**config.mk**
```make
export PLATFORM = sky130hd
export DESIGN_NAME = key_input_capture
export DESIGN_NICKNAME = d
export VERILOG_FILES = /design/src/rtl/key_capture_pkg.sv /design/src/rtl/key_input_capture_debounce_pulse.sv /design/src/rtl/key_input_capture.sv
export SDC_FILE = /design/constraint.sdc
export NUM_CORES = 1
export LEC_CHECK = 0
export CAP_MARGIN = 20
export CORE_ASPECT_RATIO = 0.8
export CORE_MARGIN = 3
export CORE_UTILIZATION = 30
export CTS_CLUSTER_DIAMETER = 150
export DETAILED_ROUTE_END_ITERATION = 8
export GPL_ROUTABILITY_DRIVEN = 1
export SLEW_MARGIN = 20
export SYNTH_ARGS = -nofsm -noshare
export SYNTH_HDL_FRONTEND = slang
export SYNTH_SLANG_ARGS = --single-unit
```
**constraint.sdc**
```tcl
create_clock -name clk -period 4.41 [get_ports clk]
set_clock_uncertainty 0.2 [all_clocks]
set_input_delay 0.882 -clock clk [delete_from_list [all_inputs] [get_ports clk]]
set_output_delay 0.882 -clock clk [all_outputs]
set_load 0.02 [all_outputs]
```
**src/rtl/key_capture_pkg.sv**
```systemverilog
// Shared types and constants for the key capture front end.
// Button levels here are normalized: 1 means pressed, whatever the raw polarity.
package key_capture_pkg;

   typedef enum logic [1:0] {
      ST_EMPTY   = 2'd0,
      ST_LOADED  = 2'd1,
      ST_CLEARED = 2'd2
   } capture_state_t;

   localparam int   SYNC_STAGES  = 2;
   localparam logic KEY_PRESSED  = 1'b1;
   localparam logic KEY_RELEASED = 1'b0;

endpackage

```
**src/rtl/key_input_capture_debounce_pulse.sv**
```systemverilog
// Per-button synchronizer and debouncer; emits a single-cycle pulse when a
// press has been stable for DEBOUNCE_CYCLES consecutive synchronized samples.
module debounce_pulse
   import key_capture_pkg::*;
#(
   parameter int DEBOUNCE_CYCLES = 500000,
   parameter bit KEY_ACTIVE_LOW  = 1'b1
) (
   input  logic clk,
   input  logic reset,
   input  logic key,
   output logic press
);

   localparam int              CW           = $clog2(DEBOUNCE_CYCLES) + 1;
   localparam logic [CW-1:0]   CNT_LAST     = CW'(DEBOUNCE_CYCLES - 1);
   localparam logic            RAW_RELEASED = KEY_RELEASED ^ KEY_ACTIVE_LOW;

   logic [SYNC_STAGES-1:0] sync;
   logic                   level;
   logic                   stable;
   logic [CW-1:0]          cnt;

   assign level = sync[SYNC_STAGES-1] ^ KEY_ACTIVE_LOW;

   always_ff @(posedge clk) begin
      if (reset) begin
         sync   <= {SYNC_STAGES{RAW_RELEASED}};
         stable <= KEY_RELEASED;
         cnt    <= '0;
         press  <= 1'b0;
      end else begin
         sync  <= {sync[SYNC_STAGES-2:0], key};
         press <= 1'b0;
         if (level == stable) begin
            cnt <= '0;
         end else if (cnt == CNT_LAST) begin
            stable <= level;
            cnt    <= '0;
            press  <= (level == KEY_PRESSED);
         end else begin
            cnt <= cnt + CW'(1);
         end
      end
   end

endmodule

```
**src/rtl/key_input_capture.sv**
```systemverilog
// Switch/button front end for the two-digit code display: latches the code
// on LOAD, forces the display to dashes on CLEAR.
//
//  state      | meaning
//  -----------+--------------------------------------------------
//  ST_EMPTY   | nothing latched since reset, ready=0
//  ST_LOADED  | a..d hold a captured code, ready=1
//  ST_CLEARED | a..d zeroed, disp_reset=1 (display shows dashes)
module key_input_capture
   import key_capture_pkg::*;
#(
   parameter int DEBOUNCE_CYCLES = 500000,
   parameter bit KEY_ACTIVE_LOW  = 1'b1
) (
   input  logic       clk,
   input  logic       reset,
   input  logic [3:0] sw,
   input  logic       key_load,
   input  logic       key_clr,
   output logic       a,
   output logic       b,
   output logic       c,
   output logic       d,
   output logic       ready,
   output logic       disp_reset
);

   logic [SYNC_STAGES-1:0][3:0] sw_pipe;
   logic                        load_pulse;
   logic                        clr_pulse;
   capture_state_t              state_q;
   capture_state_t              state_d;
   logic [3:0]                  code_q;
   logic [3:0]                  code_d;

   always_ff @(posedge clk) begin
      if (reset) sw_pipe <= '0;
      else       sw_pipe <= {sw_pipe[SYNC_STAGES-2:0], sw};
   end

   debounce_pulse #(
      .DEBOUNCE_CYCLES (DEBOUNCE_CYCLES),
      .KEY_ACTIVE_LOW  (KEY_ACTIVE_LOW)
   ) u_load (
      .clk   (clk),
      .reset (reset),
      .key   (key_load),
      .press (load_pulse)
   );

   debounce_pulse #(
      .DEBOUNCE_CYCLES (DEBOUNCE_CYCLES),
      .KEY_ACTIVE_LOW  (KEY_ACTIVE_LOW)
   ) u_clr (
      .clk   (clk),
      .reset (reset),
      .key   (key_clr),
      .press (clr_pulse)
   );

   // CLEAR has priority so a simultaneous LOAD never sneaks a capture in.
   always_comb begin
      state_d = state_q;
      code_d  = code_q;
      if (clr_pulse) begin
         state_d = ST_CLEARED;
         code_d  = '0;
      end else if (load_pulse) begin
         state_d = ST_LOADED;
         code_d  = sw_pipe[SYNC_STAGES-1];
      end
   end

   always_ff @(posedge clk) begin
      if (reset) begin
         state_q    <= ST_EMPTY;
         code_q     <= '0;
         ready      <= 1'b0;
         disp_reset <= 1'b0;
      end else begin
         state_q    <= state_d;
         code_q     <= code_d;
         ready      <= (state_d == ST_LOADED);
         disp_reset <= (state_d == ST_CLEARED);
      end
   end

   assign {a, b, c, d} = code_q;

endmodule

```
==> results.py, run 1 <==
# Physical implementation metrics
metrics = {
    "global_routing": {
        "grt_max_degree": 21,
        "grt_antenna_before_repair": 0,
        "grt_pass1_vias": 1825,
        "grt_pass1_wl_um": 8630,
    },
    "clock_network": {
        "htreeDepth": 3,
        "clockBufferDepth": 2,
        "cts_root_buf": "clkbuf_8",
    },
    "pwr": {
        "leakagePower_nw": 0.916,
    },
    "sta": {
        "layout_min_cycle_time_ps": 2550,
        "fmax_mhz": 392,
        "setup_tns_ps": 0,
        "rsz0062_at_grt": "no",
        "drv_slew": 0,
        "hold_viol_final": 0,
    },
    "detailed_routing": {
        "drtPass1Iterations": 4,
        "route.detailed.wl_per_inst_um": 11.9,
        "vias": 1960,
        "drt-initial-drc-count": 112,
        "drt-total-wl_um": 4830,
        "viasPerCell": 4.85,
        "drc": 0,
    },
    "layout": {
        "fillers": 827,
        "area_growth_syn_to_layout_pct": 16.1,
        "fin_area_um2": 3020,
        "drive_above_1_share_pct": 9.12,
        "layout.nets": 301,
    },
    "placed_design": {
        "dp_hpwl_um": 3230,
        "gp_congestion": 0.780,
        "portBuffers": 13,
    },
    "critical_path": {
        "r2r-end": "u_clr.cnt[12]$_SDFF_PP0_",
        "reg2reg_depth": 4,
        "r2r_slack_ps": 1990,
        "critPathCaptureType": "flip-flop",
        "critPathRequiredTime_ps": 4420,
        "critPathArrivalTime_ps": 2560,
        "cp_max_fo": 20,
    },
    "floorplanning": {
        "fp_util_pct": 31.9,
        "io_pins": 14,
        "row_count": 29,
        "chip_area_um2": 9840,
    },
    "yosys": {
        "postSynth.asyncResetShare_pct": 0,
        "numSynthFlops": 64,
        "top_cell": "dfxtp_1",
        "ys_sh_adder_pct": 0.961,
        "largest_area_cell": "dfxtp_1",
        "ys_warn_count": 0,
        "avgSynthCellArea_um2": 9.33,
        "ys_cells": 279,
        "synth-compound-area-share_pct": 4.85,
        "common_cells": "64 x dfxtp_1, 39 x nor2_1, 19 x xnor2_1, 15 x nand2_1, 15 x nor3_1",
        "yosysSeqAreaShare_pct": 49.2,
        "ys_sh_mux_pct": 1.54,
        "ys_area_um2": 2600,
        "top_cell_area_share_pct": 49.2,
        "simple_gate_area_share_pct": 29.9,
        "synthesis.instances": 279,
        "xor_area_share_pct": 10.1,
        "syn_area_um2": 2600,
    },
    "flow_run": {
        "warnings": 26,
        "cap_violations": 0,
    },
    "outcome": {
        "status": "completed",
    },
    "worst_hold_path": {
        "min_from": "u_load.sync[0]$_SDFF_PP1_",
        "min_to": "u_load.sync[1]$_SDFF_PP1_",
    },
}
run 1: critical path, cell delays in order:
cell             delay (ps)
clkdlybuf4s50_1         730
buf_4                   260
a211o_1                 560
nor2_1                  120
run 1: power breakdown:
group | internal [mW] | total [mW] | leakage, nW | switching [mW]
Clock | 0.318 | 0.539 | 0.104 | 0.221
Sequential | 0.583 | 0.586 | 0.518 | 0.00202
Combinational | 0.00967 | 0.0178 | 0.294 | 0.00809
run 1: how the worst max path moves through the flow:
stage	start	to	slack, ps	cells past startpoint
floorplan	u_clr.cnt[0]$_SDFF_PP0_	u_clr.cnt[18]$_SDFF_PP0_	2430	5
detailed placement	reset	u_clr.cnt[8]$_SDFF_PP0_	1500	4
CTS	reset	u_clr.cnt[12]$_SDFF_PP0_	1860	4
global route	reset	u_clr.cnt[19]$_SDFF_PP0_	1730	4
global placement	reset	u_clr.cnt[16]$_SDFF_PP0_	1520	4
finish	reset	u_clr.cnt[12]$_SDFF_PP0_	1860	4
run 1: flip-flops by register name, indices dropped and copies added, names as in the netlist, 2 cells and up:
| register | flops |
|---|---|
| u_clr.sync | 2 |
| u_load.cnt | 20 |
| u_clr.cnt | 20 |
| code_q | 4 |
| sw_pipe | 8 |
| state_q | 2 |
| u_load.sync | 2 |
run 1: per-layer routing:
| metal | wire length (µm) | vias to the layer above | track usage [%] | part of all wire, % |
|---|---|---|---|---|
| met5 | 0 | - | 0 | 0 |
| met4 | 113 | 0 | 5.70 | 2.3 |
| met3 | 246 | 12 | 4.40 | 5.1 |
| met2 | 2070 | 32 | 17.2 | 43 |
| met1 | 2400 | 917 | 14.2 | 50 |
| li1 | - | 999 | - | - |
run 1: layout by cell type (no fill, tap or decap), drive strengths merged, types with 2 or more instances in the layout:
master and n:
clkdlybuf4s50 13, or4b 2, a21oi 10, nand3 12, nand2 15, inv 6, nor4 10, a211o 2
dfxtp 64, or2 6, mux2i 4, nor2b 9, o31ai 3, nor3 15, clkbuf 11, nor2 39
or4 6, nand4 12, bufinv 2, or3 5, ha 2, and3 2, xor2 11, clkinv 2
xnor2 19, o21ai 4, and4 3, nor4b 2
run 1: cell type report:
class	instances	share of cell area [%]
tap	108	4.47
sequential	64	42.4
multi-input combinational	196	40.8
timing repair buffer	14	4.55
clock inverter	5	2.69
clock buffer	11	4.35
inverter	6	0.745
run 1: cell families (layout without fill, tap and decap cells):
group,Yosys count,in the layout
simple gates,139,139
flops,64,64
xor+xnor,30,30
compound gates,21,21
buf+inv,19,36
mux,4,4
fa+ha+maj,2,2
run 1: stage by stage:
| step | cells | utilization, % | hold WS, ps | setup slack, ps |
|---|---|---|---|---|
| floorplan | 279 | - | 189 | 2430 |
| global placement | 388 | 34.4 | 196 | 1520 |
| detailed placement | 388 | 34.4 | 197 | 1500 |
| CTS | 404 | 37.0 | 210 | 1860 |
| global route | 404 | 37.0 | 214 | 1730 |
| finish | 404 | 37.0 | 208 | 1860 |
**Run 1: power grid**

Bar = 20 µm. Pins as bars on the die edge.
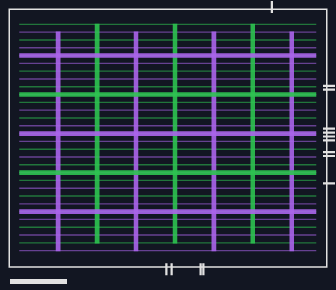
[VDD] green
[VSS] purple
signal pins: 14
met1 rails: 30
met4 straps: 7
Die Height: 89.3 µm
CORE AREA: 8160 µm²
Chip Width: 110 µm
VDD IR-drop max: 0.132 mV

**Run 1: cells coloured by class**

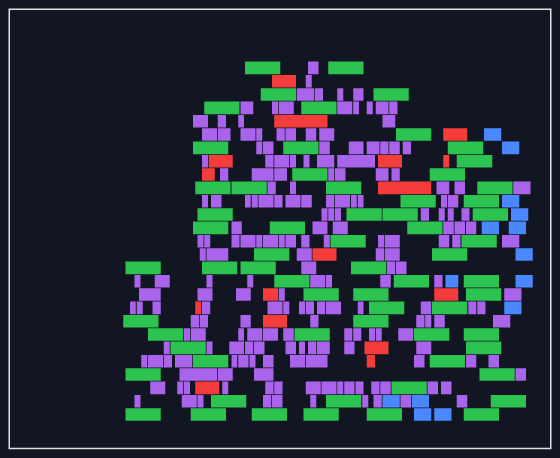
[flip-flops] green | cells: 64
[clock drivers and dummy loads] red | cells: 16
[other buffers and delay cells] blue | cells: 14
[all other logic] purple | cells: 202

**Run 1: routed clock nets over the placement**

Bar = 20 µm.
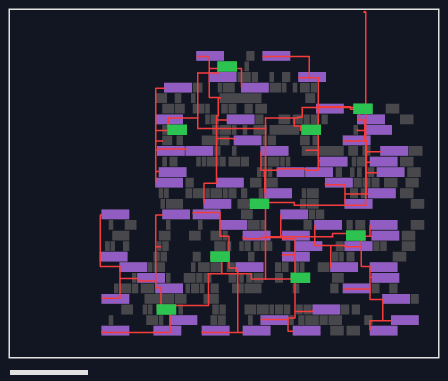
[cells driving clock nets] green | count: 9
[clock wires] red | length: 830 µm
[flip-flops] purple | count: 64
routed clock nets: 10

==> run 2, diff against run 1 <==
Clock period 4.41 ns to 2.34 ns, I/O delays scaled along.
**Run 2: routed clock nets over the placement**

Bar = 20 µm.
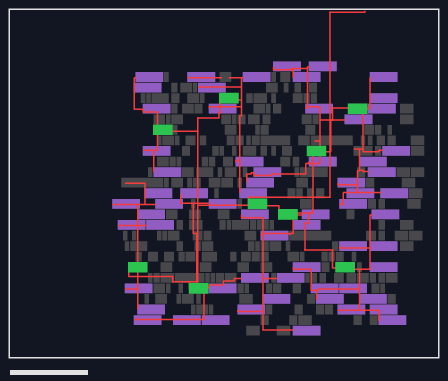
[flip-flops] purple | count: 64
[cells driving clock nets] green | count: 9
[clock wires] red | length: 779 µm
routed clock nets: 10

**Run 2: cells coloured by class**

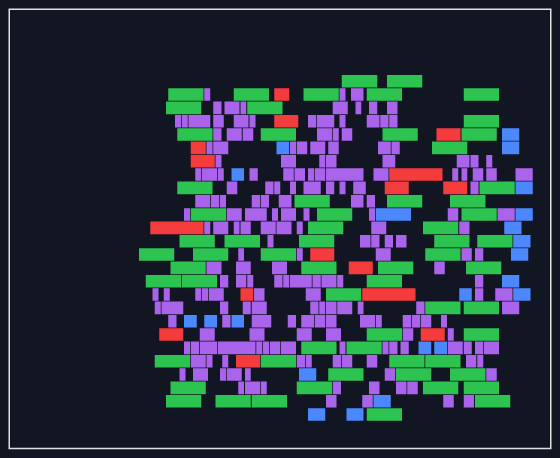
[flip-flops] green | cells: 64
[other buffers and delay cells] blue | cells: 22
[clock drivers and dummy loads] red | cells: 16
[all other logic] purple | cells: 202

==> run 2 against run 1 <==
Global-route usage down 0.63 points. Utilization up 1.4 points. First-iteration DRC count down 14%. Setup slack got worse by 1600 ps. Design area up 3.7%. Count of clock-buffer cells in the layout fell by 1. Sequential share of layout area fell by 1.5 points. Highest routed layer unchanged. Non-clock buffer count grew 8. Final cell count grew 2.0%. Critical path depth grew 1. Via count fell by 1.0%. Clock power grew 120%.
==> results.py, run 2 <==
# Physical implementation metrics
metrics = {
    "layout": {
        "drive_above_1_share_pct": 12.2,
        "mostFrequentLayoutCells": "64 x dfxtp_1, 39 x nor2_1, 19 x xnor2_1, 15 x nand2_1, 15 x nor3_1",
        "reg_top3": "u_clr.cnt (20), u_load.cnt (20), sw_pipe (8)",
        "lay_top_count": "dfxtp_1",
        "layout.nets": 309,
        "fin_area_um2": 3130,
        "area_growth_syn_to_layout_pct": 20.4,
    },
    "floorplanning": {
        "chip_area_um2": 9840,
        "io_pins": 14,
        "core_area_um2": 8160,
        "row_count": 29,
        "die_h_um": 89.3,
        "die_w_um": 110,
        "fp_util_pct": 31.9,
    },
    "sta": {
        "maxSlewHeadroom_pct": 73.9,
        "layout_min_cycle_time_ps": 2050,
        "drv_slew": 0,
        "hold_viol_final": 0,
        "rsz0062_at_grt": "no",
        "setup_tns_ps": 0,
        "fmax_mhz": 488,
    },
    "detailed_routing": {
        "viasPerCell": 4.71,
        "route.detailed.wl_per_inst_um": 11.4,
        "drtPass1Iterations": 4,
        "drt-initial-drc-count": 96,
        "drc": 0,
        "vias": 1940,
        "drt-total-wl_um": 4710,
    },
    "pwr": {
        "leakagePower_nw": 0.978,
        "ir_drop_mv": 0.255,
        "switching_power_uw": 449,
        "seq_power_share_pct": 47.7,
        "pwr-share-clk_pct": 50.6,
        "swShare_pct": 19.4,
        "comb_power_share_pct": 1.6,
        "p_int_mw": 1.86,
        "p_per_area_nw_per_um2": 737,
    },
    "yosys": {
        "synthesis.instances": 279,
        "largest_area_cell": "dfxtp_1",
        "common_cells": "64 x dfxtp_1, 39 x nor2_1, 19 x xnor2_1, 15 x nand2_1, 15 x nor3_1",
        "avgSynthCellArea_um2": 9.33,
        "top_cell": "dfxtp_1",
        "top_cell_area_share_pct": 49.2,
        "yosysSeqAreaShare_pct": 49.2,
        "numSynthFlops": 64,
        "ys_warn_count": 0,
        "ys_area_um2": 2600,
        "postSynth.asyncResetShare_pct": 0,
    },
    "global_routing": {
        "grt_pass1_wl_um": 8200,
        "grt_max_degree": 21,
        "grt_pass1_vias": 1769,
        "grt_antenna_before_repair": 0,
    },
    "placed_design": {
        "portBuffers": 13,
        "dp_hpwl_um": 3310,
        "placedCellCount": 396,
        "gp_congestion": 0.881,
    },
    "critical_path": {
        "cp_max_fo": 20,
        "critPathArrivalTime_ps": 2070,
        "max_stage_delay_ps": 590,
        "critPathCaptureType": "flip-flop",
        "path_cells": "or4_1 -> nor4_4 -> a211o_1 -> buf_12 -> a21oi_1",
        "cp_slowest_cell": "or4_1",
        "critPathRequiredTime_ps": 2360,
        "cp.buffers_inverters": 1,
        "cp_top_family": "simple AND/OR/NAND/NOR gates",
    },
    "clock_network": {
        "clockBufferDepth": 2,
        "htreeDepth": 3,
        "clkSinkCount": 64,
        "cts_root_buf": "clkbuf_8",
    },
    "flow_run": {
        "cap_violations": 0,
        "warnings": 26,
    },
    "outcome": {
        "status": "completed",
    },
}
[run 2: cell types whose count changed in the layout (fill, tap and decap cells not counted), sizes merged]
cell,delta
clkinv,-1
buf,+8
clkbuf,-1
bufinv,+1
inv,+1
[run 2: cell families after synthesis]
| group | after synthesis | synth area share, % |
|---|---|---|
| buffers and inverters | 19 | 3.46 |
| adders and majority gates | 2 | 0.961 |
| AOI/OAI and AO/OA | 21 | 4.85 |
| xor gates and xnor gates | 30 | 10.1 |
| DFF | 64 | 49.2 |
| and+or+nand+nor | 139 | 29.9 |
| muxes | 4 | 1.54 |
[run 2: path summary, 6_finish.rpt]
path	start	to	slack, ps	cells past startpoint
hold reg to reg	u_load.sync[0]$_SDFF_PP1_	u_load.sync[1]$_SDFF_PP1_	210	1
setup / recovery	u_clr.cnt[11]$_SDFF_PP0_	u_clr.cnt[18]$_SDFF_PP0_	290	5
hold / removal	u_load.sync[0]$_SDFF_PP1_	u_load.sync[1]$_SDFF_PP1_	210	1
setup reg to reg	u_clr.cnt[11]$_SDFF_PP0_	u_clr.cnt[18]$_SDFF_PP0_	290	5
[run 2: layer usage]
layer  part of all wire, %  vias up  GRT usage (%)
li1                      -     1014              -
met1                    53      887           13.6
met2                    41       31           15.9
met3                   3.7        8           3.75
met4                   2.1        0           6.49
met5                     0        -              0
[run 2: layout make-up]
class / instances / area, µm²
sequential: 64 / 1280
inverter: 6 / 22.5
timing repair buffer: 22 / 210
tap: 108 / 135
clock buffer: 10 / 138
clock inverter: 6 / 115
multi-input combinational: 196 / 1230
fill: 803 / 5030
[run 2: metrics by stage]
step	hold slack, ps	power (mW)	setup slack (ps)	util (%)
global route	230	2.40	79.4	38.4
finish	215	2.31	292	38.4
detailed placement	204	1.17	286	35.3
floorplan	189	1.15	360	-
CTS	220	2.35	274	38.4
global placement	199	1.17	258	35.3
[run 2: power groups by stage]
stage | logic, mW | registers, mW | clock network, mW
4_1_cts | 0.0388 | 1.10 | 1.21
2_1_floorplan | 0.0184 | 1.13 | 0
5_1_grt | 0.0414 | 1.10 | 1.25
6_report | 0.0380 | 1.10 | 1.17
3_3_place_gp | 0.0382 | 1.13 | 0
3_5_place_dp | 0.0385 | 1.13 | 0
No activity file was given, so power comes from the tool's default toggle rates.
